`src/rtl/data_mem_responder.sv`:
```
// data_mem_responder: responder end of the CPU data-memory interface.
// Takes one load/store at a time over a valid/ready request channel, waits
// LATENCY extra cycles, performs a byte/half/word access into an internal
// word array and returns read data or an error over a valid/ready response
// channel.
//
// Optional feature macro: DMEM_MISALIGN_CHECK_EN
//   defined   : misaligned half/word accesses return resp_err, no write.
//   undefined : low address bits are forced aligned and the access completes.
//
// state  | meaning
// -------+-------------------------------------------------------------
// IDLE   | req_ready high, waiting for a request
// WAIT   | request latched, counting down latency, access on cnt == 0
// RESP   | resp_valid high, result held until resp_ready
module data_mem_responder #(
  parameter int DATA_WIDTH = 32,
  parameter int NUM_WORDS  = 64,
  parameter int LATENCY    = 2
) (
  input  logic                  clk,
  input  logic                  rstn,
  input  logic                  req_valid,
  output logic                  req_ready,
  input  logic                  req_write,
  input  logic [31:0]           req_addr,
  input  logic [DATA_WIDTH-1:0] req_wdata,
  input  logic [1:0]            req_maskmode,
  input  logic                  req_sext,
  output logic                  resp_valid,
  input  logic                  resp_ready,
  output logic [DATA_WIDTH-1:0] resp_rdata,
  output logic                  resp_err
);

  localparam int IDX_W = $clog2(NUM_WORDS);
  localparam int AW    = IDX_W + 2;

  localparam logic [1:0] S_IDLE = 2'd0;
  localparam logic [1:0] S_WAIT = 2'd1;
  localparam logic [1:0] S_RESP = 2'd2;

  localparam logic [1:0] MM_BYTE = 2'b00;
  localparam logic [1:0] MM_HALF = 2'b01;
  localparam logic [1:0] MM_WORD = 2'b10;

  logic [1:0]            state_q;
  logic [3:0]            cnt_q;
  logic                  wr_q;
  logic [AW-1:0]         addr_q;
  logic [DATA_WIDTH-1:0] wdata_q;
  logic [1:0]            mm_q;
  logic                  sext_q;

  logic [DATA_WIDTH-1:0] mem [NUM_WORDS];

  logic [AW-1:0]         eff_addr;
  logic                  misalign;
  logic                  access_err;
  logic [IDX_W-1:0]      word_idx;
  logic [1:0]            lane;
  logic [DATA_WIDTH-1:0] cur_word;
  logic [DATA_WIDTH-1:0] shifted;
  logic [7:0]            byte_sel;
  logic [15:0]           half_sel;
  logic [3:0]            byte_en;
  logic [DATA_WIDTH-1:0] lane_data;
  logic [DATA_WIDTH-1:0] merged;
  logic [DATA_WIDTH-1:0] rdata_c;
  logic                  do_access;

  // Only the low address bits select a word; the rest wrap.
  logic unused_addr_bits;
  assign unused_addr_bits = ^req_addr[31:AW];

  assign req_ready  = (state_q == S_IDLE);
  assign resp_valid = (state_q == S_RESP);
  assign do_access  = (state_q == S_WAIT) && (cnt_q == 4'd0);

  // Alignment handling: flag misaligned accesses or force the address aligned.
  always_comb begin
    eff_addr = addr_q;
    misalign = 1'b0;
`ifdef DMEM_MISALIGN_CHECK_EN
    misalign = ((mm_q == MM_HALF) && addr_q[0]) ||
               ((mm_q == MM_WORD) && (addr_q[1:0] != 2'b00));
`else
    if (mm_q == MM_HALF) begin
      eff_addr[0] = 1'b0;
    end else if (mm_q == MM_WORD) begin
      eff_addr[1:0] = 2'b00;
    end
`endif
  end

  assign access_err = (mm_q == 2'b11) || misalign;
  assign word_idx   = eff_addr[AW-1:2];
  assign lane       = eff_addr[1:0];
  assign cur_word   = mem[word_idx];

  // Store path: lane enables and the merged word with untouched lanes preserved.
  always_comb begin
    byte_en   = 4'b0000;
    lane_data = wdata_q;
    case (mm_q)
      MM_BYTE: begin
        byte_en   = 4'b0001 << lane;
        lane_data = {4{wdata_q[7:0]}};
      end
      MM_HALF: begin
        byte_en   = lane[1] ? 4'b1100 : 4'b0011;
        lane_data = {2{wdata_q[15:0]}};
      end
      MM_WORD: begin
        byte_en   = 4'b1111;
        lane_data = wdata_q;
      end
      default: begin
        byte_en   = 4'b0000;
        lane_data = wdata_q;
      end
    endcase
    merged = cur_word;
    for (int i = 0; i < 4; i++) begin
      if (byte_en[i]) begin
        merged[8*i +: 8] = lane_data[8*i +: 8];
      end
    end
  end

  // Load path: lane extraction plus sign/zero extension; zero for stores and errors.
  always_comb begin
    shifted  = cur_word >> {lane, 3'b000};
    byte_sel = shifted[7:0];
    half_sel = lane[1] ? cur_word[31:16] : cur_word[15:0];
    rdata_c  = '0;
    case (mm_q)
      MM_BYTE: rdata_c = sext_q ? {{24{byte_sel[7]}}, byte_sel} : {24'd0, byte_sel};
      MM_HALF: rdata_c = sext_q ? {{16{half_sel[15]}}, half_sel} : {16'd0, half_sel};
      MM_WORD: rdata_c = cur_word;
      default: rdata_c = '0;
    endcase
    if (wr_q || access_err) begin
      rdata_c = '0;
    end
  end

  // Array write on the access edge; a reset on that edge suppresses it.
  always_ff @(posedge clk) begin
    if (rstn && do_access && wr_q && !access_err) begin
      mem[word_idx] <= merged;
    end
  end

  // Request/response FSM with latency down-counter and held response.
  always_ff @(posedge clk) begin
    if (!rstn) begin
      state_q    <= S_IDLE;
      cnt_q      <= 4'd0;
      wr_q       <= 1'b0;
      addr_q     <= '0;
      wdata_q    <= '0;
      mm_q       <= 2'b00;
      sext_q     <= 1'b0;
      resp_rdata <= '0;
      resp_err   <= 1'b0;
    end else begin
      case (state_q)
        S_IDLE: begin
          if (req_valid) begin
            wr_q    <= req_write;
            addr_q  <= req_addr[AW-1:0];
            wdata_q <= req_wdata;
            mm_q    <= req_maskmode;
            sext_q  <= req_sext;
            cnt_q   <= 4'(LATENCY);
            state_q <= S_WAIT;
          end
        end
        S_WAIT: begin
          if (cnt_q != 4'd0) begin
            cnt_q <= cnt_q - 4'd1;
          end else begin
            resp_rdata <= rdata_c;
            resp_err   <= access_err;
            state_q    <= S_RESP;
          end
        end
        S_RESP: begin
          if (resp_ready) begin
            resp_rdata <= '0;
            resp_err   <= 1'b0;
            state_q    <= S_IDLE;
          end
        end
        default: state_q <= S_IDLE;
      endcase
    end
  end

endmodule

```
`config.mk`:
```
export PLATFORM = sky130hd
export DESIGN_NAME = data_mem_responder
export DESIGN_NICKNAME = d
export VERILOG_FILES = /design/src/rtl/data_mem_responder.sv
export SDC_FILE = /design/constraint.sdc
export NUM_CORES = 2
export LEC_CHECK = 0
export CORE_ASPECT_RATIO = 0.9
export CORE_MARGIN = 8
export CORE_UTILIZATION = 25
export DETAILED_ROUTE_END_ITERATION = 10
export PLACE_DENSITY = 0.51
export SLEW_MARGIN = 20
export SYNTH_ARGS = -nofsm -noshare
export SYNTH_HDL_FRONTEND = slang
export SYNTH_SLANG_ARGS = --single-unit
```
`constraint.sdc`:
```
create_clock -name clk -period 6.7 [get_ports clk]
set_clock_uncertainty 0.1 [all_clocks]
set_input_delay 1.005 -clock clk [delete_from_list [all_inputs] [get_ports clk]]
set_output_delay 1.005 -clock clk [all_outputs]
set_load 0.01 [all_outputs]
```
### Placed cells, one color a class

Bar = 200 microns. Fill, decap, tap and diode cells in gray.
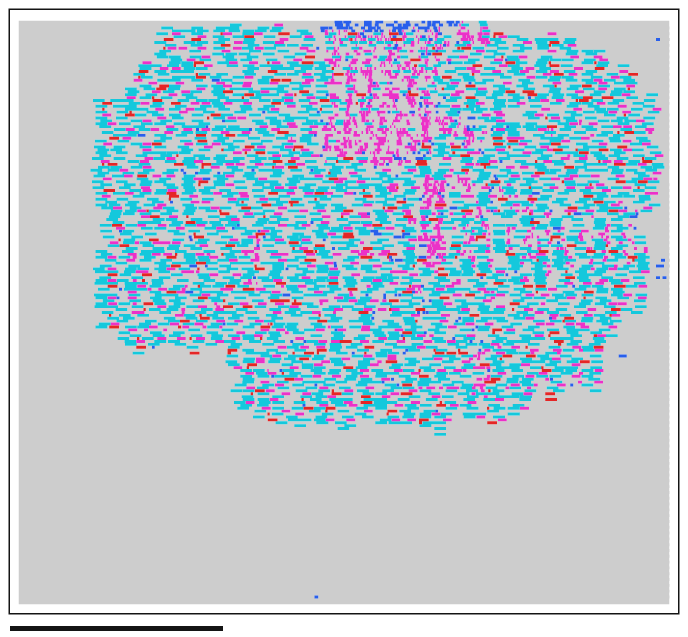
color	class	cells
blue	remaining buffers and delay cells	272
cyan	sequential cells	2,137
magenta	combinational and other logic	1,595
red	clock drivers and dummy loads	382

### Clock wiring as the flow saved it

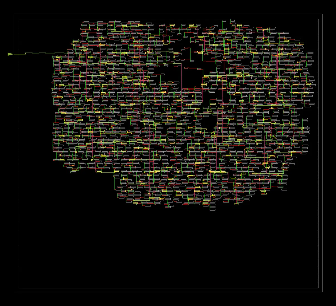
Clk. pwr: 11.5 mW
clk sink count: 2,137
Inserted Clock Buffers: 215
clock buffer count: 254
num sequential: 2,137

### Met2 routing

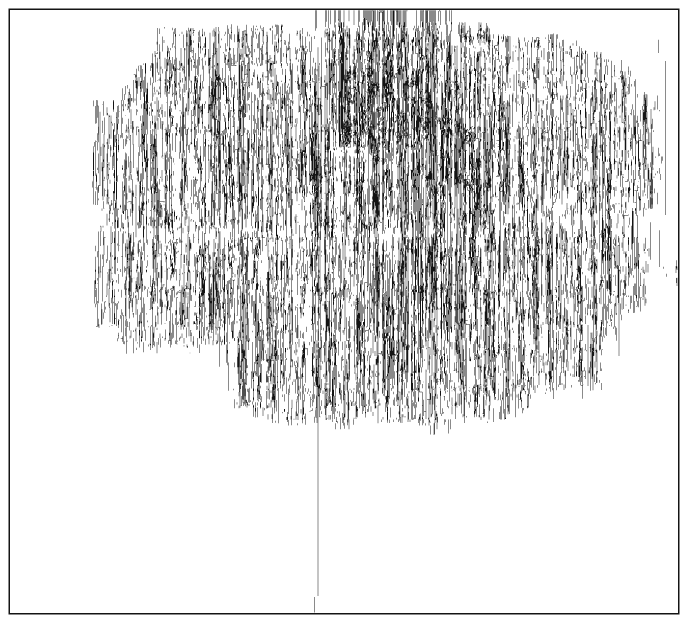
longest straight run	250 microns
nets with wire on the layer	3,831
wire length on this layer	108 mm
routed via count: 42,030
Final Routed Wirelength: 237,500 microns

final cells by class:
class | count | area, sq um | area share, %
clock buffer | 254 | 5569 | 5.680
antenna | 1 | 2.502 | 0.002552
inverter | 14 | 52.55 | 0.05360
multi-input combinational | 1581 | 20000 | 20.40
sequential | 2137 | 63300 | 64.57
clock inverter | 128 | 1005 | 1.025
timing repair buffer | 272 | 2522 | 2.573
tap | 4466 | 5588 | 5.700
synth_stat cells (3+ instances only):
master / count / area [sq um]
sky130_fd_sc_hd__a211oi_1: 21 / 157.7
sky130_fd_sc_hd__a21boi_0: 6 / 45.04
sky130_fd_sc_hd__a21oi_1: 97 / 485.5
sky130_fd_sc_hd__a221oi_1: 15 / 131.4
sky130_fd_sc_hd__a22o_1: 31 / 271.5
sky130_fd_sc_hd__a22oi_1: 67 / 503.0
sky130_fd_sc_hd__a311oi_1: 5 / 43.79
sky130_fd_sc_hd__a31oi_1: 18 / 112.6
sky130_fd_sc_hd__and2_1: 32 / 200.2
sky130_fd_sc_hd__buf_1: 23 / 86.33
sky130_fd_sc_hd__buf_2: 54 / 270.3
sky130_fd_sc_hd__buf_4: 33 / 247.7
sky130_fd_sc_hd__buf_6: 25 / 281.5
sky130_fd_sc_hd__clkbuf_1: 85 / 319.1
sky130_fd_sc_hd__dfxtp_1: 89 / 1782
sky130_fd_sc_hd__edfxtp_1: 2048 / 61500
sky130_fd_sc_hd__ha_1: 5 / 62.56
sky130_fd_sc_hd__inv_1: 13 / 48.80
sky130_fd_sc_hd__mux2_2: 23 / 259.0
sky130_fd_sc_hd__mux2i_1: 175 / 1752
sky130_fd_sc_hd__mux4_2: 563 / 12680
sky130_fd_sc_hd__nand2_1: 186 / 698.2
sky130_fd_sc_hd__nand2b_1: 7 / 43.79
sky130_fd_sc_hd__nand3_1: 20 / 100.1
sky130_fd_sc_hd__nand3b_1: 4 / 30.03
sky130_fd_sc_hd__nand4_1: 7 / 43.79
sky130_fd_sc_hd__nor2_1: 131 / 491.7
sky130_fd_sc_hd__nor2b_1: 13 / 81.33
sky130_fd_sc_hd__nor3_1: 13 / 65.06
sky130_fd_sc_hd__nor3b_1: 3 / 22.52
sky130_fd_sc_hd__nor4_1: 5 / 31.28
sky130_fd_sc_hd__o211ai_1: 6 / 45.04
sky130_fd_sc_hd__o21a_1: 4 / 30.03
sky130_fd_sc_hd__o21ai_0: 82 / 410.4
sky130_fd_sc_hd__o21ai_1: 9 / 45.04
sky130_fd_sc_hd__o22ai_1: 5 / 31.28
sky130_fd_sc_hd__or2_2: 3 / 18.77
critical path, cell delays in order (launching register included):
cell                      delay, ns
sky130_fd_sc_hd__dfxtp_4       0.82
sky130_fd_sc_hd__buf_12        0.39
sky130_fd_sc_hd__buf_12        0.34
sky130_fd_sc_hd__mux4_2        0.30
sky130_fd_sc_hd__mux2i_1       0.09
sky130_fd_sc_hd__a22oi_1       0.52
sky130_fd_sc_hd__o21a_1        0.44
sky130_fd_sc_hd__nor2_1        0.07
sky130_fd_sc_hd__a21oi_1       0.13
sky130_fd_sc_hd__nor2_1        0.08
sky130_fd_sc_hd__a21oi_4       0.78
sky130_fd_sc_hd__buf_4         0.41
==> notes.org <==
#+TITLE: Physical design notes

** Detailed routing
- Highest metal layer with signal wires :: met5
- Routed wl met3 :: 16,140 microns
- Number of nets with antenna violations after routing :: 0

** Synthesis
- Count of flip-flops with a built-in enable after synthesis :: 2,048
- Grouping non-sequential cells by family puts the most area in multiplexers.
- For reference, XOR and XNOR gates occupy 0.02093% of the area reported after synthesis.
- Count of distinct cell types in the synthesized netlist :: 57
- Yosys stat counts 3,954 cells in the synthesized netlist.
- Count of synthesis-stage warnings from yosys :: 0
- Nets at Floorplan :: 4,031
- FFs w/ async S/R, synth :: 0%
- Summing the sequential cell areas from Yosys gives 75.62% of the chip area.
- Compound-cell area share of the yosys netlist :: 2.923%
- Mux area share :: 17.55%
- Adders+Majority by Area :: 0.07476%
- Summing the areas of all and, or, nand and nor instances in the mapped netlist gives 2.265% of the synthesized area.
- Dominant synthesized flop cell :: sky130_fd_sc_hd__edfxtp_1
- In the synthesized netlist, the number of instances is 3,954.

** Floorplanning
- Per the OpenROAD floorplan log, the height of the die is 564.9 microns.
- The floorplan has 201 rows.
- The overall die size recorded for this design is 0.3535 sq mm.
- Per the OpenROAD floorplan log, the width of the die is 625.9 microns.

** Final timing
- Setup TNS :: 0 ns
- Minimum setup slack in the final design :: 1.840 ns
- Total count of hold-check failures in the final report :: 0
- Setup repair after global routing left no endpoint under its margin.
- Worst-margin pin slew :: 1.171 ns
- Normalized max-slew margin :: 21.64%
- Counting I/O delays and the setup requirement, the final critical path takes 4.860 ns.

** Status
- Result of the run :: finished clean

** Power
- Combinational cells consume a total of 4.70 mW.
- The design draws 32.37 mW.
- Max rail drop VDD :: 0.2086 mV
- Power attributed to sequential cells is 16.2 mW.
- Total power normalized to cell area comes to 330.2 mW/mm^2.
- Flop pwr share :: 49.9%
- In the power breakdown, the biggest contributor is sequential cells.

** CTS
- Root buf cell :: sky130_fd_sc_hd__clkbuf_16
- Clock slew at the register clock pins of the worst setup and hold paths :: 0.06 ns
- The clock passes through at most 4 buffers.
- Per the CTS log, the maximum H-tree level is 4.
- Cell resize tally after clock tree synthesis :: 0
- Per the skew report, the later register of the worst-skew pair sees a clock latency of 0.88 ns.

** Final layout
- Measured on the finished design, the core utilization comes to 29.42%.
- Among logic cells in the layout, the one with the most instances is sky130_fd_sc_hd__edfxtp_1.
- Fraction of layout instances using a drive strength above 1 :: 27.11%
- The register with the most flip-flops in the layout has 2,048 of them.
- Synthesis-to-finish area growth :: 17.15%

** Worst hold path
- Launch instance of the worst min-delay path :: wdata_q[24]$_SDFFE_PN0P_
- Looking at the hold checks, the worst path lands on wdata_q[24]$_SDFFE_PN0P_.
- According to the hold report, the worst path is of the flip-flop to flip-flop type.

** Global route
- Overall fraction of global-route tracks in use :: 13.00%
- After global routing, the most crowded layer is met2.
- Met3 capacity usage during global routing :: 2.206%
- Entering global routing, the biggest net connects 88 pins.
- Met1 Usage GRT :: 19.15%
- Number of global-route vias before repair :: 42,130

** Worst setup path
- WS Path Type :: flip-flop to flip-flop
- Worst R2R End :: mem[53][11]$_DFFE_PP_
- The worst register-to-register path has a setup slack of 1.84 ns.
- The report shows a maximum critical-path fanout of 35.

** Run
- Across the run, the number of max-cap violations was 0.

** Place
- Detailed placement reports a standard cell area of 0.09146 sq mm.
Power and IR drop assume default switching activity.
